## config.mk

```make
export PLATFORM = sky130hd
export DESIGN_NAME = list_packer
export DESIGN_NICKNAME = d
export VERILOG_FILES = /design/src/rtl/list_packer.sv
export SDC_FILE = /design/constraint.sdc
export NUM_CORES = 2
export LEC_CHECK = 0
export CAP_MARGIN = 20
export CORE_AREA = 2 2 240 242
export CTS_BUF_LIST = sky130_fd_sc_hd__clkbuf_8
export CTS_CLUSTER_DIAMETER = 50
export DETAILED_ROUTE_END_ITERATION = 7
export DIE_AREA = 0 0 242 244
export PLACE_DENSITY = 0.67
export SLEW_MARGIN = 20
export SYNTH_ARGS = -nofsm -noshare
export SYNTH_HDL_FRONTEND = slang
export SYNTH_SLANG_ARGS = --single-unit
```

## constraint.sdc

```tcl
create_clock -name ACLK -period 40.7 [get_ports ACLK]
set_clock_uncertainty 0.15 [all_clocks]
set_input_delay 4.07 -clock ACLK [delete_from_list [all_inputs] [get_ports ACLK]]
set_output_delay 4.07 -clock ACLK [all_outputs]
set_load 0.02 [all_outputs]
```

## src/rtl/list_packer.sv

```systemverilog
// Packs DW-wide list elements into DBW-wide AXI4-Stream beats, with TLAST/TKEEP on list end.
// Optional element/list counters are enabled with the LIST_PACKER_COUNT_EN macro.
//
//   state  | meaning
//   S_FILL | assembling a beat; elements accepted
//   S_PEND | completed beat held in assembly, waiting for the output register
module list_packer #(
  parameter int DW  = 32,
  parameter int DBW = 256
) (
  input  logic             ACLK,
  input  logic             ARESET,
  input  logic [DW-1:0]    I_DATA,
  input  logic             I_VALID,
  input  logic             I_LAST,
  output logic             O_READY,
  output logic [DBW-1:0]   M0_AXIS_TDATA,
  output logic [DBW/8-1:0] M0_AXIS_TKEEP,
  output logic             M0_AXIS_TVALID,
  input  logic             M0_AXIS_TREADY,
  output logic             M0_AXIS_TLAST
`ifdef LIST_PACKER_COUNT_EN
  ,
  output logic [31:0]      O_COUNT,
  output logic [15:0]      O_LISTS
`endif
);

  localparam int FS  = DBW / DW;
  localparam int LW  = $clog2(FS);
  localparam int KPL = DW / 8;
  localparam int KW  = DBW / 8;

  typedef enum logic {S_FILL, S_PEND} state_t;

  state_t         state_q, state_d;
  logic [LW-1:0]  lane_q;
  logic [DBW-1:0] asm_data_q;
  logic [KW-1:0]  asm_keep_q;
  logic           asm_last_q;

  logic           acc, out_free, complete;
  logic [DBW-1:0] beat_data;
  logic [KW-1:0]  beat_keep;
  logic           load_out, out_from_asm, asm_clr, asm_upd;

  assign O_READY  = (state_q == S_FILL);
  assign acc      = I_VALID & O_READY;
  assign out_free = ~M0_AXIS_TVALID | M0_AXIS_TREADY;
  assign complete = acc & ((&lane_q) | I_LAST);

  // Assembly contents with the incoming element merged into its lane
  always_comb begin
    beat_data = asm_data_q;
    beat_keep = asm_keep_q;
    beat_data[lane_q*DW +: DW]   = I_DATA;
    beat_keep[lane_q*KPL +: KPL] = '1;
  end

  always_comb begin
    state_d      = state_q;
    load_out     = 1'b0;
    out_from_asm = 1'b0;
    asm_clr      = 1'b0;
    asm_upd      = 1'b0;
    case (state_q)
      S_FILL: begin
        if (complete && out_free) begin
          load_out = 1'b1;
          asm_clr  = 1'b1;
        end else if (complete) begin
          asm_upd = 1'b1;
          state_d = S_PEND;
        end else if (acc) begin
          asm_upd = 1'b1;
        end
      end
      S_PEND: begin
        if (out_free) begin
          load_out     = 1'b1;
          out_from_asm = 1'b1;
          asm_clr      = 1'b1;
          state_d      = S_FILL;
        end
      end
      default: state_d = S_FILL;
    endcase
  end

  always_ff @(posedge ACLK or posedge ARESET) begin
    if (ARESET) begin
      state_q    <= S_FILL;
      lane_q     <= '0;
      asm_data_q <= '0;
      asm_keep_q <= '0;
      asm_last_q <= 1'b0;
    end else begin
      state_q <= state_d;
      if (asm_clr) begin
        lane_q     <= '0;
        asm_data_q <= '0;
        asm_keep_q <= '0;
        asm_last_q <= 1'b0;
      end else if (asm_upd) begin
        lane_q     <= lane_q + 1'b1;
        asm_data_q <= beat_data;
        asm_keep_q <= beat_keep;
        asm_last_q <= I_LAST;
      end
    end
  end

  // Output register only changes when empty or being handshaken, so it holds under backpressure
  always_ff @(posedge ACLK or posedge ARESET) begin
    if (ARESET) begin
      M0_AXIS_TDATA  <= '0;
      M0_AXIS_TKEEP  <= '0;
      M0_AXIS_TLAST  <= 1'b0;
      M0_AXIS_TVALID <= 1'b0;
    end else if (load_out) begin
      M0_AXIS_TDATA  <= out_from_asm ? asm_data_q : beat_data;
      M0_AXIS_TKEEP  <= out_from_asm ? asm_keep_q : beat_keep;
      M0_AXIS_TLAST  <= out_from_asm ? asm_last_q : I_LAST;
      M0_AXIS_TVALID <= 1'b1;
    end else if (M0_AXIS_TREADY) begin
      M0_AXIS_TVALID <= 1'b0;
    end
  end

`ifdef LIST_PACKER_COUNT_EN
  always_ff @(posedge ACLK or posedge ARESET) begin
    if (ARESET) begin
      O_COUNT <= '0;
      O_LISTS <= '0;
    end else begin
      if (acc) O_COUNT <= O_COUNT + 32'd1;
      if (M0_AXIS_TVALID && M0_AXIS_TREADY && M0_AXIS_TLAST) O_LISTS <= O_LISTS + 16'd1;
    end
  end
`endif

endmodule
```

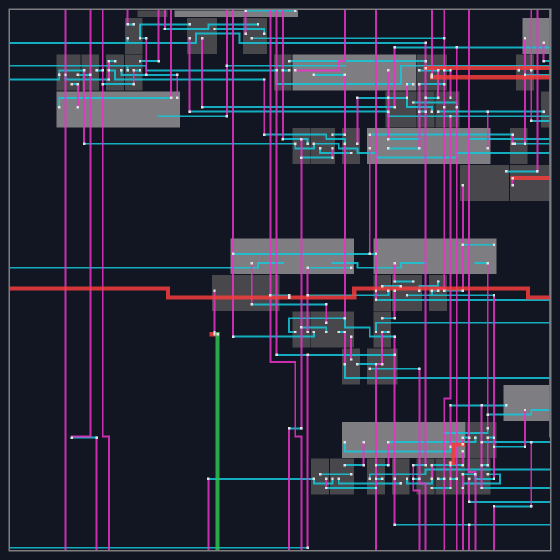
zoom.png
Region (101, 102) to (141, 142) um. Cells in grey, sequential cells in the stronger grey; small squares are vias.
Cyan stands for met1. Green stands for met4. Red stands for met3. Magenta stands for met2.
Netlist names of flops here include asm_data_q (4), M0_AXIS_TDATA (2). 42 logic cells have their middle in the window. Most frequent: nand2_1 (17), dfrtp_1 (6), o21ai_0 (6). Sequential cells in the window: 6.

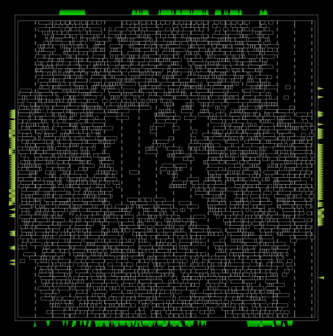
final_placement.png
FP Rows: 87
core box area: 56200 um^2

power by group:
part	switching [mW]	internal [mW]	total (mW)
combinational	0.355	0.252	0.606
clock	0.246	0.294	0.540
sequential	0.0899	0.714	0.803
layout make-up:
| cell class | instances | area, um^2 | area share [%] |
|---|---|---|---|
| antenna | 1 | 2.50 | 0.00812 |
| clock buffer | 131 | 1800 | 5.85 |
| clock inverter | 50 | 259 | 0.840 |
| inverter | 6 | 30.0 | 0.0974 |
| multi-input combinational | 1742 | 9660 | 31.3 |
| sequential | 583 | 14600 | 47.3 |
| tap | 756 | 946 | 3.07 |
| timing repair buffer | 358 | 3550 | 11.5 |
path summary, 6_finish.rpt:
kind / from / to / cells past startpoint
worst min-delay path: M0_AXIS_TKEEP[16]$_DFFE_PP0P_ / M0_AXIS_TKEEP[16]$_DFFE_PP0P_ / 2
min in group asynchronous: ARESET / M0_AXIS_TKEEP[12]$_DFFE_PP0P_ / 2
worst max register to register: lane_q[0]$_DFFE_PP0P_ / asm_data_q[42]$_DFFE_PP0P_ / 10
max in group asynchronous: ARESET / M0_AXIS_TDATA[228]$_DFFE_PP0P_ / 4
worst max-delay path: M0_AXIS_TREADY / asm_data_q[42]$_DFFE_PP0P_ / 9
worst min register to register: M0_AXIS_TKEEP[16]$_DFFE_PP0P_ / M0_AXIS_TKEEP[16]$_DFFE_PP0P_ / 2
per-layer routing:
layer	up-vias	wire length, um	track usage, %
met2	561	37200	42.7
li1	9217	-	-
met4	0	2130	9.22
met3	115	4360	5.42
met1	9871	30800	31.6
met5	-	0	0
state kept, by name, summed over array words and instances, names as in the netlist:
signal,cells
asm_last_q,1
M0_AXIS_TDATA,256
M0_AXIS_TKEEP,32
M0_AXIS_TVALID,1
asm_data_q,256
M0_AXIS_TLAST,1
lane_q,3
state_q,1
asm_keep_q,32
==> reports/results.ini <==
[synthesis]
synth-seq-cells = 583
ys_cells = 2562
synth_seq_share_pct = 57.8
syn_avg_cell_area_um2 = 9.85
synth.lib_cells_used.distinct = 41
top_area_share_pct = 57.8
synthAdderAreaFrac_pct = 0.248
synth-edff-count = 0
syn_area_um2 = 25200
area_leaders = dfrtp_1 (58%), nand2_1 (9.2%), o21ai_0 (8.3%), mux2i_1 (7.9%), a21oi_1 (2.8%)
async_flop_share_pct = 100
yosys.area_share.aoi_pct = 15.8
synth_area_leader_cell = dfrtp_1
simple_gate_area_share_pct = 13.7
common_cells = nand2_1 (617), dfrtp_1 (583), o21ai_0 (418)
yosys.area_share.xor_xnor_pct = 0
muxShareOfSynthArea_pct = 7.90
syn_inst = 2562
yosysChipArea_um2 = 25200

[route]
vias = 19764
drt_wl_total_mm = 74.5
drcViolationCount = 0
detail_route.wl_per_cell_um = 20.5
route.antenna.remaining_nets = 0
via_per_inst = 5.45
drtPass1Iterations = 5

[floorplan]
fp.dieH_um = 244
initCoreUtil_pct = 44.9
io-pin-count = 328
die_w_um = 242

[cells_and_area]
nFillCells = 4963
stdcell_area_um2 = 30800
nNetsFinal = 2833
syn2layout_area_growth_pct = 22.2
mostFrequentLayoutCell = nand2_1

[job]
cap_viol_max_count = 0

[worst_setup_path]
critPathTopFamily = buffers and inverters
crit_fanout = 100
crit_path_cell_trace = clkdlybuf4s50_1 -> nand2b_2 -> o21ai_4 -> buf_4 -> buf_4 -> buf_4 -> buf_4 -> nand2_1 -> o21ai_0
slowest_stage = buf_4
critPathKind = input port to register
setup.worst_path.start_class = input port
critPathRequiredTime_ns = 41.15

[global_routing]
grt_max_degree = 183
grtUsageTotal_pct = 25.1
antenna_found_initial = 1
gr-total-overflow = 0
grt_pass1_wl_mm = 117
grt_pass1_vias = 19667

[clocking]
root_buffer = clkbuf_8
clock_latency_ns = 0.70
cts_hold_buffers = 0
clock_path_buffers = 3
cts_max_level = 3
cts_buffers = 100
cts_tree = yes

[timing]
fin_crit_sh_pct = 21.0
period_minus_slack_ns = 8.54
relSlewSlack_pct = 22.9
setup_viol = 0
tightest_slew_ns = 1.16
maxSlewViolCount = 0
final_hold_viol_count = 0
fmax_mhz = 117
finalSetupTns_ns = 0

[placement]
port_buffers = 327
place_area_um2 = 28800
place_inst = 3445
place.gp.congestion = 0.802

[power_and_ir_drop]
p_leak_nw = 12.6
ir_worst_vdd_mv = 0.0329
power_mw = 1.95

[outcome]
outcome = complete, no violations

[min_path]
worstHoldPathType = register to register

Power figures rest on the tool's default switching activity, not on a simulated workload.
